<file path="src/rtl/mdu_pkg.sv">
// Shared types and constants for the iterative multiply/divide unit.
package mdu_pkg;
  localparam int WIDTH = 32;
  localparam int ITERS = 32;

  typedef enum logic [1:0] {
    MULTU = 2'b00,
    MULT  = 2'b01,
    DIVU  = 2'b10,
    DIV   = 2'b11
  } op_e;

  typedef enum logic [1:0] {
    IDLE = 2'b00,
    RUN  = 2'b01,
    FIX  = 2'b10
  } state_e;
endpackage

</file>
<file path="src/rtl/negate_thirtytwo_bit.sv">
// Conditional two's-complement negate: y = sel ? -x : x.
module negate_thirtytwo_bit
  import mdu_pkg::*;
(
  input  logic             sel,
  input  logic [WIDTH-1:0] x,
  output logic [WIDTH-1:0] y
);
  localparam logic [WIDTH-1:0] ONE = {{(WIDTH-1){1'b0}}, 1'b1};

  assign y = sel ? (~x + ONE) : x;
endmodule

</file>
<file path="src/rtl/mult_div_unit.sv">
// Iterative 32-cycle MULTU/MULT/DIVU/DIV unit with HI/LO result registers.
module mult_div_unit #(
  parameter int WIDTH = 32
) (
  input  logic             clk,
  input  logic             rst_n,
  input  logic             start,
  input  logic [1:0]       op,
  input  logic [WIDTH-1:0] inpA,
  input  logic [WIDTH-1:0] inpB,
  output logic             busy,
  output logic             done,
  output logic [WIDTH-1:0] hi,
  output logic [WIDTH-1:0] lo,
  output logic             div_by_zero
);
  import mdu_pkg::*;

  state_e             state, state_nxt;
  logic [5:0]         cnt;
  logic [2*WIDTH-1:0] acc, acc_step;
  logic [WIDTH-1:0]   bmag, dz_a;
  logic               is_mul, sa, sb, dz_pend;

  logic               accept, dz_req, sgn_op;
  logic [WIDTH-1:0]   amag_in, bmag_in;
  logic [WIDTH:0]     madd, trial;
  logic [WIDTH-1:0]   hi_x, hi_fix, lo_fix;
  logic               lo_zero, hi_sel, lo_sel;

  assign sgn_op = op[0];
  assign accept = start && (state == IDLE);
  assign dz_req = accept && op[1] && (inpB == '0);
  assign busy   = (state != IDLE);

  negate_thirtytwo_bit u_neg_a (.sel(sgn_op & inpA[WIDTH-1]), .x(inpA), .y(amag_in));
  negate_thirtytwo_bit u_neg_b (.sel(sgn_op & inpB[WIDTH-1]), .x(inpB), .y(bmag_in));

  always_ff @(posedge clk or negedge rst_n) begin
    if (!rst_n) state <= IDLE;
    else        state <= state_nxt;
  end

  always_comb begin
    state_nxt = state;
    case (state)
      IDLE:    if (accept && !dz_req) state_nxt = RUN;
      RUN:     if (cnt == 6'(ITERS-1)) state_nxt = FIX;
      FIX:     state_nxt = IDLE;
      default: state_nxt = IDLE;
    endcase
  end

  // One iteration: shift-add for multiply, restoring shift-subtract for divide.
  always_comb begin
    madd  = {1'b0, acc[2*WIDTH-1:WIDTH]} + (acc[0] ? {1'b0, bmag} : '0);
    trial = acc[2*WIDTH-1:WIDTH-1];
    if (is_mul)
      acc_step = {madd, acc[WIDTH-1:1]};
    else if (trial >= {1'b0, bmag})
      acc_step = {trial[WIDTH-1:0] - bmag, acc[WIDTH-2:0], 1'b1};
    else
      acc_step = {trial[WIDTH-1:0], acc[WIDTH-2:0], 1'b0};
  end

  // 64-bit product negate split across two 32-bit negators: the high word
  // only takes the +1 carry when the low word is zero.
  assign lo_zero = (acc[WIDTH-1:0] == '0);
  assign lo_sel  = sa ^ sb;
  assign hi_sel  = is_mul ? (lo_sel && lo_zero) : sa;
  assign hi_x    = (is_mul && lo_sel && !lo_zero) ? ~acc[2*WIDTH-1:WIDTH] : acc[2*WIDTH-1:WIDTH];

  negate_thirtytwo_bit u_neg_hi (.sel(hi_sel), .x(hi_x), .y(hi_fix));
  negate_thirtytwo_bit u_neg_lo (.sel(lo_sel), .x(acc[WIDTH-1:0]), .y(lo_fix));

  always_ff @(posedge clk or negedge rst_n) begin
    if (!rst_n) begin
      cnt         <= '0;
      acc         <= '0;
      bmag        <= '0;
      dz_a        <= '0;
      is_mul      <= 1'b0;
      sa          <= 1'b0;
      sb          <= 1'b0;
      dz_pend     <= 1'b0;
      done        <= 1'b0;
      div_by_zero <= 1'b0;
      hi          <= '0;
      lo          <= '0;
    end else begin
      done    <= 1'b0;
      dz_pend <= 1'b0;
      // Divide-by-zero completes one edge after acceptance without going busy.
      if (dz_pend) begin
        hi          <= dz_a;
        lo          <= '1;
        div_by_zero <= 1'b1;
        done        <= 1'b1;
      end
      case (state)
        IDLE: begin
          if (dz_req) begin
            dz_pend <= 1'b1;
            dz_a    <= inpA;
          end else if (accept) begin
            acc    <= {{WIDTH{1'b0}}, amag_in};
            bmag   <= bmag_in;
            is_mul <= !op[1];
            sa     <= sgn_op & inpA[WIDTH-1];
            sb     <= sgn_op & inpB[WIDTH-1];
            cnt    <= '0;
          end
        end
        RUN: begin
          acc <= acc_step;
          cnt <= cnt + 6'd1;
        end
        FIX: begin
          hi          <= hi_fix;
          lo          <= lo_fix;
          div_by_zero <= 1'b0;
          done        <= 1'b1;
          cnt         <= '0;
        end
        default: cnt <= '0;
      endcase
    end
  end
endmodule
</file>
<file path="config.mk">
export PLATFORM = sky130hd
export DESIGN_NAME = mult_div_unit
export DESIGN_NICKNAME = d
export VERILOG_FILES = /design/src/rtl/mdu_pkg.sv /design/src/rtl/negate_thirtytwo_bit.sv /design/src/rtl/mult_div_unit.sv
export SDC_FILE = /design/constraint.sdc
export NUM_CORES = 1
export LEC_CHECK = 0
export CORE_UTILIZATION = 45
export CTS_CLUSTER_SIZE = 40
export DETAILED_ROUTE_END_ITERATION = 7
export PLACE_DENSITY = 0.65
export SYNTH_ARGS = -nofsm -noshare
export SYNTH_HDL_FRONTEND = slang
export SYNTH_HIERARCHICAL = 1
export SYNTH_SLANG_ARGS = --single-unit
</file>
<file path="constraint.sdc">
create_clock -name clk -period 6.35 [get_ports clk]
set_clock_uncertainty 0.05 [all_clocks]
set_input_delay 0.635 -clock clk [delete_from_list [all_inputs] [get_ports clk]]
set_output_delay 0.635 -clock clk [all_outputs]
set_load 0.02 [all_outputs]
</file>
### M4 wires, run 1

The bar under the picture is 50 um long.
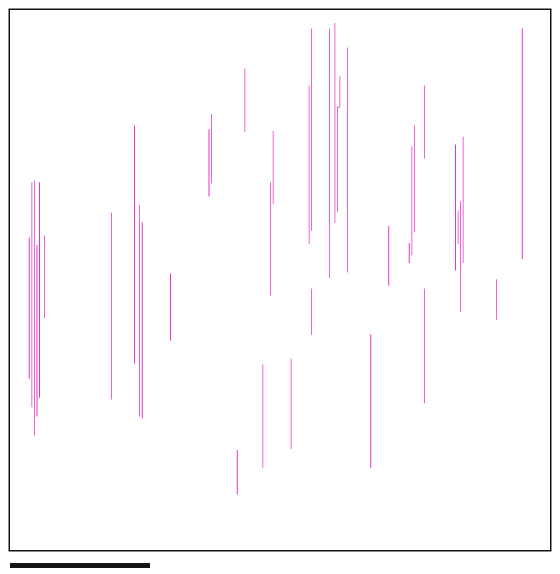
The layer holds 3.7% of the routed length. The wires run mostly vertical. The layer carries 1820 um of wire.

### Selected gate families, run 1

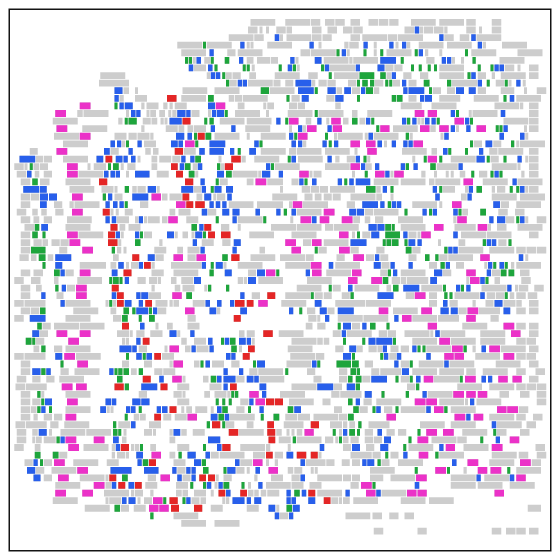
Key: NAND gates = green [cells 303, where all over the die]; multiplexers = magenta [cells 154, where all over the die]; inverting AOI/OAI gates = blue [cells 434, where all over the die]; AND-OR and OR-AND gates = red [cells 71]
most frequent logic cell in the layout: nand2_1
final std cells w/o fill: 2425
combinational fraction of the cell area: 0.564

### Routing congestion, run 1

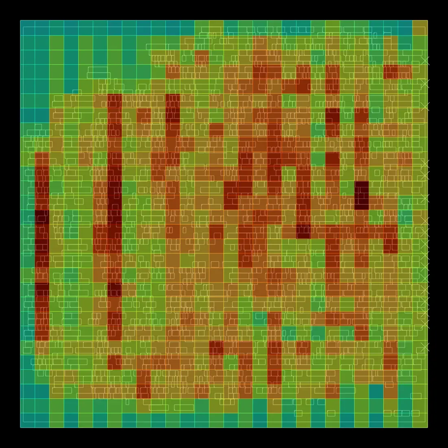
Util after Layout: 0.530
met3 usage: 0.0317
GRT Overall Usage: 0.259

==> qor.yml, run 1 <==
critical_path:
  arrival_ps: 4570
  path_buffers: 0
  worstSetupPathType: "reg2reg"
  slowest_stage: "nand3_2"
  startpoint_type: "register"
  path_delay_family: "simple AND/OR/NAND/NOR gates"
  path_max_fanout: 32
  cp-end-kind: "register"
  crit_path_max_incr_delay_ps: 710
  required_ps: 6660
cts:
  cts_sinks: 206
  cts_buffers: 26
  clk_pin_slew_worst_paths_ps: 60
  post_cts_buffers: 0
  post_cts_resized: 0
  cts_htree_levels: 1
  cts_tree: "built"
  cts.path.max_buffers: 3
  cts_hold_buf: 0
  clk_latency_ps: 540
  clk_root_buffer_cell: "clkbuf_16"
power_and_ir_drop:
  ir_drop_v: 0.000161
  power.leakage_nw: 7.45
  seqPwrFrac: 0.295
  clockPowerShare: 0.249
  p_per_area_nw_per_um2: 319
  swShare: 0.413
  power_mw: 6.06
  p_int_mw: 3.56
  p_sw_mw: 2.50
logic_synthesis:
  edf_count: 0
  muxShareOfSynthArea: 0.0984
  synth_cell_types: 72
  fp_nets: 2011
  syn_avg_cell_area_um2: 8.82
  synth_area_um2: 16500
  synthCells: 1871
  area_leaders: "dfrtp_1 31%, xnor2_1 10%, o21ai_0 5.6%"
  logic_family: "AND-OR/OR-AND gates"
  ff_type: "dfrtp_1"
  common_cells: "212 x nand2_1, 206 x dfrtp_1, 191 x xnor2_1, 185 x o21ai_0, 111 x nor2_1"
  ys_chip_area_um2: 16500
  synth_adder_area_share: 0.0548
  xor_area_frac: 0.110
  ys_ff: 206
  top_cell_area_share: 0.312
  top_cell: "nand2_1"
  largest_area_cell: "dfrtp_1"
  yosys-stat-cells: 1871
  ys_warn_count: 6
  simple_gate_share: 0.178
cells_and_area:
  nets: 2085
  drive_gt1_frac: 0.0962
  stdcell_area_um2: 19000
  syn2layout_area_growth_pct: 15.2
  largest_reg_flops: 64
  antenna_cells: 0
outcome:
  status: "complete, but fails checks"
  violations: "design-rule violations"
grt:
  antenna_found_initial: 0
  grt-ovfl-total: 0
  grt_max_degree: 131
  grt_pass1_wl_mm: 78.3
  grt_pass1_vias: 14000
drt:
  drt_pass1_iterations: 8
  antenna_left: 0
  post_drt_via_cell_ratio: 5.89
  drcViolationCount: 17
  dr_total_vias: 14300
  drt_iter0_markers: 902
  wl_per_cell_um: 20.3
placement:
  dp_hpwl_mm: 36.9
  placed_area_um2: 18100
  port_buffers: 135
die:
  die_height_um: 193
  chip_area_um2: 37400
  num_rows: 69
  fp_util: 0.461
  core_um2: 35800
sta:
  setup-tns-final_ps: 0
  max-slew-margin-rel: 0.111
  period_minus_slack_ps: 4250
  fmax_mhz: 235
  worstMarginPinSlew_ps: 1330
  timing.hold.ws_ps: 45.1
  hold_violations: 0
job:
  warning_count: 28
  cap_violations: 0
## run 1: stage by stage
step	cells	worst slack [ps]
3_3_place_gp	2378	2160
5_1_grt	2425	1820
2_1_floorplan	1871	3080
6_report	2425	2100
4_1_cts	2425	2130
3_5_place_dp	2378	2140
## run 1: placed cells by master, fill, tap and decap left out, drive strengths merged, types with 39 or more instances in the layout
master	Yosys	routed
mux2i	88	88
o21ai	191	191
ha	69	69
a21oi	100	100
nand2	212	212
inv	65	65
mux2	66	66
nor4	40	40
xnor2	191	191
o31ai	40	40
clkdlybuf4s50	0	134
clkbuf	57	39
dfrtp	206	206
nor2	111	111
## run 1: cell type report
type                       count  area [um^2]
clock buffer                  38          737
clock inverter                 9          125
fill                        3304        16800
inverter                      65          244
multi-input combinational   1498        10700
sequential                   206         5160
tap                          461          577
timing repair buffer         148         1450
## run 1: metal layers
metal / vias up / GRT usage / part of all wire
met5: - / 0 / 0
met2: 391 / 0.423 / 0.45
met1: 6917 / 0.352 / 0.46
met4: 0 / 0.0957 / 0.037
met3: 89 / 0.0317 / 0.051
li1: 6889 / - / -
## run 1: power by group through the flow
stage / combinational, mW / sequential, mW / clock (mW)
finish: 2.77 / 1.79 / 1.51
global route: 3.03 / 1.81 / 1.59
CTS: 2.74 / 1.78 / 1.54
detailed placement: 2.72 / 1.80 / 0
global placement: 2.70 / 1.80 / 0
floorplan: 2.10 / 1.67 / 0
## run 1: worst paths after layout
kind	start	end	slack, ps	cells past startpoint
worst max-delay path	acc[7]	hi[30]	2100	11
worst min-delay path	rst_n	hi[5]	50	1
worst max register to register	acc[7]	hi[30]	2100	11
worst min register to register	div_by_zero	div_by_zero	450	2
max in group asynchronous	rst_n	is_mul	4770	2
min in group clk	div_by_zero	div_by_zero	450	2
==> run 2: changes to the inputs <==
--- a/config.mk
+++ b/config.mk
@@ -8,7 +8,7 @@
 export CORE_UTILIZATION = 45
 export CTS_CLUSTER_SIZE = 40
 export DETAILED_ROUTE_END_ITERATION = 7
-export PLACE_DENSITY = 0.65
+export PLACE_DENSITY = 0.68
 export SYNTH_ARGS = -nofsm -noshare
 export SYNTH_HDL_FRONTEND = slang
 export SYNTH_HIERARCHICAL = 1
==> constraint.sdc (replaced) <==
create_clock -name clk -period 3.6 [get_ports clk]
set_clock_uncertainty 0.05 [all_clocks]
set_input_delay 0.36 -clock clk [delete_from_list [all_inputs] [get_ports clk]]
set_output_delay 0.36 -clock clk [all_outputs]
set_load 0.02 [all_outputs]
### Wiring by layer, run 2

Two of the layers only.
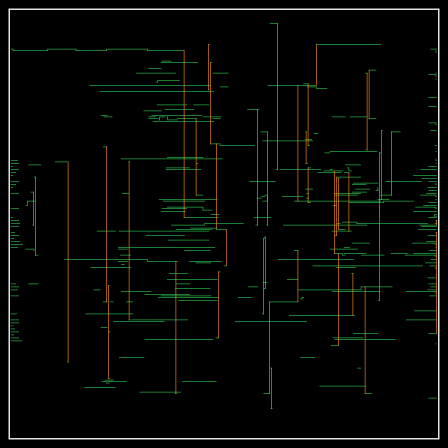
Key: metal 4 = orange [wire length 1520 um]; metal 3 = green [wire length 2550 um]
GRT Overall Usage: 0.261
via count: 14900
total wire length: 49.6 mm
Avg WL per Cell: 19.7 um

### M4 wires, run 2

The bar under the picture is 50 um long.
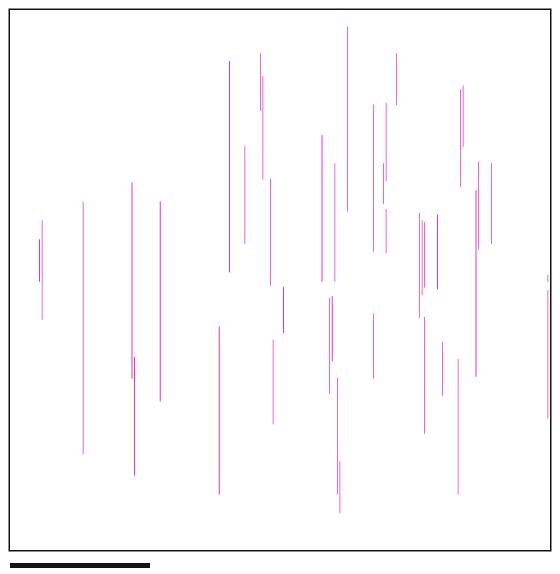

### Sequential cells colored by netlist name, run 2

The bar under the picture is 50 um long. Other sequential cells in the stronger gray, the rest of the logic in the fainter gray.
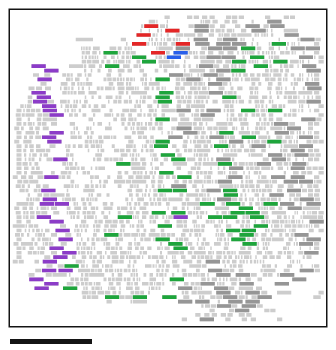
Key: cnt = red [placed flops 6, where top center]; bmag = purple [placed flops 32]; state = blue [placed flops 2]; acc = green [placed flops 64]
Another 102 sequential cells are not colored.

==> qor.yml, run 2 <==
outcome:
  status: "complete, but fails checks"
  violations: "design-rule violations"
drt:
  antenna_left: 0  # unchanged
  drt_iter0_markers: 1109  # +23%
  drcViolationCount: 13  # -4
  drt_pass1_iterations: 8  # unchanged
placement:
  pre_cts_ws_ps: 53.1  # -2090 ps
  dp_hpwl_mm: 37.7  # +2.2%
  placed_area_um2: 18900  # +4.1%
  port_buffers: 135  # unchanged
logic_synthesis:
  largest_area_cell: "dfrtp_1"
  synth_cell_types: 72  # unchanged
  top_cell: "nand2_1"
  ys_chip_area_um2: 16500  # unchanged
  fp_nets: 2011  # unchanged
  synthCells: 1871  # unchanged
  edf_count: 0  # unchanged
  synth_area_um2: 16500  # unchanged
  ff_type: "dfrtp_1"
  yosys-stat-cells: 1871  # unchanged
  top_cell_area_share: 0.312  # unchanged
  ys_ff: 206  # unchanged
  area_leaders: "dfrtp_1 31%, xnor2_1 10%, o21ai_0 5.6%"
  syn_avg_cell_area_um2: 8.82  # unchanged
  common_cells: "212 x nand2_1, 206 x dfrtp_1, 191 x xnor2_1, 185 x o21ai_0, 111 x nor2_1"
sta:
  fmax_mhz: 293  # +25%
  period_minus_slack_ps: 3410  # -839 ps
  worstMarginPinSlew_ps: 907  # -419 ps
  max-slew-margin-rel: 0.395  # +0.285
  setup-tns-final_ps: 0  # unchanged
  grt_setup_unrepaired: "no"
  timing.hold.ws_ps: 399  # +354 ps
  hold_violations: 0  # unchanged
  fin_ws_ps: 187  # -1910 ps
cells_and_area:
  lay_top_count: "nand2_1"
  mostFrequentLayoutCells: "211 x nand2_1, 203 x dfrtp_1, 190 x xnor2_1"
  nets: 2180  # +4.6%
  drive_gt1_frac: 0.144  # +0.0481
  antenna_cells: 0  # unchanged
  fin_cells: 2519  # +3.9%
  largest_reg_flops: 64  # unchanged
  syn2layout_area_growth_pct: 20.9
job:
  warning_count: 28  # unchanged
  cap_violations: 0  # unchanged
critical_path:
  path_max_fanout: 22  # -31%
  startpoint: "bmag[6]"
  arrival_ps: 3790  # -780 ps
  path_delay_family: "AND-OR/OR-AND gates"
  slowest_stage: "a31oi_1"
  cp-end-kind: "register"
  worstSetupPathType: "reg2reg"
  timing.rr.start: "bmag[6]"
  crit_chain: "inv_1 > ha_1 > nand4_1 > nor3_1 > o31ai_1 > a31oi_1 > o21ai_1 > o21ai_4 > buf_12 > mux2i_1 > o21ai_0 > a22o_1"
  path_buffers: 2  # +2
  crit_path_max_incr_delay_ps: 410  # -300 ps
  startpoint_type: "register"
  cp_num_cells: 12  # +1
  worstReg2RegEnd: "acc[38]"
  required_ps: 3980  # -2680 ps
  ff2ff_setup_slack_ps: 190  # -1910 ps
power_and_ir_drop:
  power_mw: 11.1  # +84%
  ir_drop_v: 0.000401  # +150%
  power.leakage_nw: 8.00  # +7.4%
  p_per_area_nw_per_um2: 558  # +75%
die:
  fp_util: 0.461  # unchanged
  die_height_um: 193  # unchanged
  core_um2: 35800  # unchanged
  num_rows: 69  # unchanged
  die_w_um: 193
  chip_area_um2: 37400  # unchanged
cts:
  cts_tree: "built"
  clk_root_buffer_cell: "clkbuf_16"
  cts_sinks: 206  # unchanged
  cts.path.max_buffers: 3  # unchanged
  clk_latency_ps: 550  # about the same
  cts_htree_levels: 1  # unchanged
  clk_pin_slew_worst_paths_ps: 60  # about the same
  cts_buffers: 26  # unchanged
grt:
  grt_pass1_vias: 14300  # +2.3%
  grt_pass1_wl_mm: 78.7  # +0.45%
  antenna_found_initial: 0  # unchanged
  grt-ovfl-total: 0  # unchanged
  grt_max_degree: 131  # unchanged
min_path:
  hp-class: "in2async"
[run 2: cell counts after synthesis]
Identical to the previous run, type by type.
[run 2: worst min path at each step]
stage                      start      to  slack [ps]  cells past startpoint
after detailed placement  cnt[5]  cnt[5]         430                      1
after floorplan            rst_n  acc[0]          10                      0
after global placement    cnt[5]  cnt[5]         430                      1
final                      rst_n   lo[6]         400                      2
after global routing      cnt[0]  cnt[0]         470                      1
after CTS                  rst_n   lo[6]         430                      2
[run 2: where the power goes]
part	switching [mW]	internal, mW
sequential	0.332	2.58
combinational	3.14	2.45
clock	1.07	1.57
[run 2: area by class of cell]
cell class,instances,area [um^2]
Timing Repair Buffer,243,2290
Fill cell,3302,15900
Clock buffer,37,742
Tap cell,461,577
Inverter,65,244
Clock inverter,9,118
Sequential cell,206,5160
Multi-Input combinational cell,1498,10800
[run 2: logic make-up (layout without fill, tap and decap cells)]
group,count (synthesis),after routing,share of synthesized area
compound gates,505,505,0.205
xor+xnor,208,208,0.110
fa+ha+maj,71,71,0.0548
buf+inv,167,354,0.0409
flops,206,206,0.312
mux,154,154,0.0984
simple gates,560,560,0.178
[run 2: timing repair]
item                                    4_1_cts  5_1_grt
endpoints found under the hold margin        90        0
buffers inserted                              0        8
endpoints found under the setup margin        0       28
gates resized                                 0       19
hold buffers                                  1        0
[run 2: metal layers]
layer	wire length (um)	vias to the layer above	part of all wire	track usage
met1	21900	7243	0.44	0.346
met3	2550	91	0.051	0.0275
met5	0	-	0	0
met4	1520	0	0.031	0.0791
met2	23600	454	0.48	0.448
li1	-	7079	-	-
==> run 3: changes to the inputs <==
--- a/config.mk
+++ b/config.mk
@@ -8,6 +8,7 @@
 export CORE_UTILIZATION = 45
 export CTS_CLUSTER_SIZE = 40
 export DETAILED_ROUTE_END_ITERATION = 7
+export GPL_TIMING_DRIVEN = 1
 export PLACE_DENSITY = 0.68
 export SYNTH_ARGS = -nofsm -noshare
 export SYNTH_HDL_FRONTEND = slang
### Sequential cells colored by netlist name, run 3

The bar under the picture is 50 um long. Other sequential cells in the stronger gray, the rest of the logic in the fainter gray.
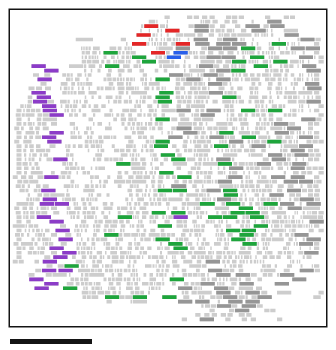
Key: cnt = red [placed flops 6, where top center]; acc = green [placed flops 64]; state = blue [placed flops 2]; bmag = purple [placed flops 32]
Util after Layout: 0.557
Register Area: 5160 um^2

### Selected gate families, run 3

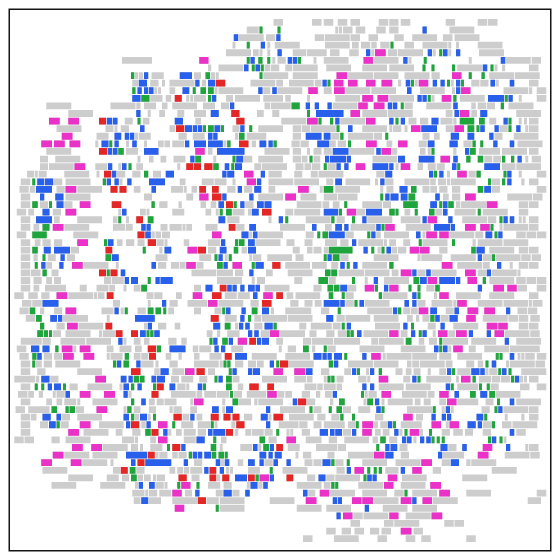
final std cells w/o fill: 2519
combinational fraction of the cell area: 0.542

### Wiring by layer, run 3

Two of the layers only.
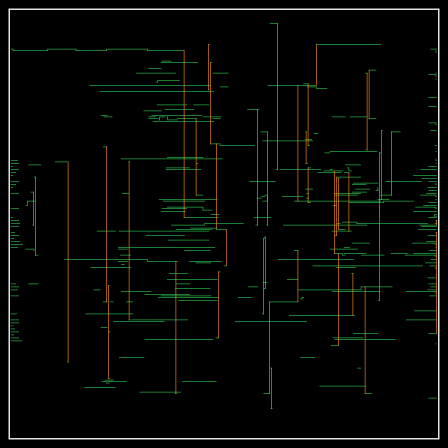
Key: metal 4 = orange [wire length 1520 um]; metal 3 = green [wire length 2550 um]

==> qor.yml, run 3 <==
power_and_ir_drop:
  powerSeq_mw: 2.91  # about the same
  pwr.group.clock_mw: 2.64  # about the same
  seqPwrFrac: 0.261  # about the same
  p_int_mw: 6.60  # unchanged
  p_per_area_nw_per_um2: 558  # unchanged
  ir_drop_v: 0.000401  # unchanged
  clockPowerShare: 0.237  # about the same
  p_comb_mw: 5.59  # about the same
  swShare: 0.407  # unchanged
  comb_power_share: 0.502  # about the same
  p_sw_mw: 4.54  # unchanged
  maxPowerGroup: "combinational cells"
  power.leakage_nw: 8.00  # unchanged
logic_synthesis:
  fp_nets: 2011  # unchanged
  muxShareOfSynthArea: 0.0984  # unchanged
  common_cells: "212 x nand2_1, 206 x dfrtp_1, 191 x xnor2_1, 185 x o21ai_0, 111 x nor2_1"
  logic_family: "AND-OR/OR-AND gates"
  synthCells: 1871  # unchanged
  edf_count: 0  # unchanged
  syn_avg_cell_area_um2: 8.82  # unchanged
  yosys.stat.seqShare: 0.312
  async_flop_share: 1.00
  ys_ff: 206  # unchanged
  simple_gate_share: 0.178  # unchanged
  top_cell_area_share: 0.312  # unchanged
  xor_area_frac: 0.110  # unchanged
  synth_cell_types: 72  # unchanged
  top_cell: "nand2_1"
  area_leaders: "dfrtp_1 31%, xnor2_1 10%, o21ai_0 5.6%"
  largest_area_cell: "dfrtp_1"
  ys_warn_count: 6
  ys_chip_area_um2: 16500  # unchanged
  synth_adder_area_share: 0.0548  # unchanged
  ff_type: "dfrtp_1"
  yosys-stat-cells: 1871  # unchanged
  aoi_share: 0.205  # unchanged
  synth_area_um2: 16500  # unchanged
job:
  cap_violations: 0  # unchanged
  warning_count: 28  # unchanged
cells_and_area:
  drive_gt1_frac: 0.144  # unchanged
  mostFrequentLayoutCells: "211 x nand2_1, 203 x dfrtp_1, 190 x xnor2_1"
  largest_reg_flops: 64  # unchanged
  lay_top_count: "nand2_1"
  logic_area_um2: 10800  # unchanged
  antenna_cells: 0  # unchanged
  regMostFlops: "acc"
  fill_cells: 3302  # unchanged
  stdcell_area_um2: 20000
  nets: 2180  # unchanged
  syn2layout_area_growth_pct: 20.9  # unchanged
grt:
  grt_pass1_vias: 14300  # unchanged
  gr-usage-met1: 0.346  # unchanged
  met2_usage: 0.448  # unchanged
  grt_max_degree: 131  # unchanged
  grt-ovfl-total: 0  # unchanged
  antenna_found_initial: 0  # unchanged
  grt.total_usage: 0.261  # unchanged
  use_met3: 0.0275  # unchanged
  busiest_layer: "met2"
  grt_pass1_wl_mm: 78.7  # unchanged
drt:
  antenna_left: 0  # unchanged
  drcViolationCount: 13  # unchanged
  wl_per_cell_um: 19.7  # unchanged
  dr_total_vias: 14900  # unchanged
  post_drt_via_cell_ratio: 5.90
  drt_pass1_iterations: 8  # unchanged
  drt_iter0_markers: 1109  # unchanged
  routed_wl_mm: 49.6  # unchanged
sta:
  period_minus_slack_ps: 3410  # unchanged
  setup_viol_count_final: 0
  worstMarginPinSlew_ps: 907  # unchanged
  max-slew-margin-rel: 0.395  # unchanged
  fmax_mhz: 293  # unchanged
  fin_crit_sh: 0.948
  hold_violations: 0  # unchanged
  setup-tns-final_ps: 0  # unchanged
  fin_ws_ps: 187  # unchanged
  grt_setup_unrepaired: "no"
  drv_slew: 0
die:
  chip_area_um2: 37400  # unchanged
  die_height_um: 193  # unchanged
  core_um2: 35800  # unchanged
  num_rows: 69  # unchanged
  die_w_um: 193  # unchanged
  fp_util: 0.461  # unchanged
  io_pins: 136
outcome:
  violations: "design-rule violations"
  status: "complete, but fails checks"
cts:
  cts_htree_levels: 1  # unchanged
  clk_pin_slew_worst_paths_ps: 60  # about the same
  cts_sinks: 206  # unchanged
  clk_latency_ps: 550  # about the same
  cts_tree: "built"
  clk_root_buffer_cell: "clkbuf_16"
  cts_buffers: 26  # unchanged
  cts.path.max_buffers: 3  # unchanged
placement:
  pre_cts_ws_ps: 53.1  # unchanged
  dp_hpwl_mm: 37.7  # unchanged
  port_buffers: 135  # unchanged
  finalWeightedCongestion: 0.931
  placed_area_um2: 18900  # unchanged
critical_path:
  required_ps: 3980  # about the same
  arrival_ps: 3790  # about the same
  worstSetupPathType: "reg2reg"
  path_max_fanout: 22  # unchanged
  startpoint_type: "register"
  cp-end-kind: "register"
  rr_worst_depth: 12
min_path:
  hp-class: "in2async"
[run 3: final timing paths]
path	from	end	slack, ps
worst max-delay path	bmag[6]	acc[38]	190
min in group clk	div_by_zero	div_by_zero	440
worst min-delay path	rst_n	lo[6]	400
worst max register to register	bmag[6]	acc[38]	190
worst min register to register	div_by_zero	div_by_zero	440
max in group asynchronous	rst_n	bmag[28]	2050
[run 3: through the flow]
| step | total power, mW | utilization | std cells | hold WS, ps |
|---|---|---|---|---|
| 2_1_floorplan | 6.65 | - | 1871 | 14.4 |
| 3_3_place_gp | 8.28 | 0.527 | 2463 | 428 |
| 3_5_place_dp | 8.34 | 0.527 | 2463 | 434 |
| 4_1_cts | 11.0 | 0.551 | 2510 | 433 |
| 5_1_grt | 11.8 | 0.557 | 2519 | 471 |
| 6_report | 11.1 | 0.557 | 2519 | 399 |
[run 3: worst max-delay path, stage by stage, from the launching register on]
cell     delay [ps]
dfrtp_1         400
inv_1            60
ha_1            390
nand4_1         240
nor3_1          230
o31ai_1         140
a31oi_1         410
o21ai_1         250
o21ai_4         370
buf_12          240
mux2i_1         210
o21ai_0          90
a22o_1          220
[run 3: repair_timing]
action | 4_1_cts | 5_1_grt
buffers inserted | 0 | 8
gates resized | 0 | 19
endpoints found under the setup margin | 0 | 28
hold buffers | 1 | 0
endpoints found under the hold margin | 90 | 0
[run 3: final cells by class]
cell class              instances  share of cell area
multi-input cells            1498               0.542
flip-flops and latches        206               0.259
repair buffers                243               0.115
clock buffers                  37              0.0372
well taps                     461              0.0289
inverters                      65              0.0122
clock inverters                 9             0.00590
[run 3: layer usage]
metal | up-vias | wire length (um)
li1 | 7079 | -
met1 | 7243 | 21900
met2 | 454 | 23600
met3 | 91 | 2550
met4 | 0 | 1520
met5 | - | 0
Power figures rest on the tool's default switching activity, not on a simulated workload.
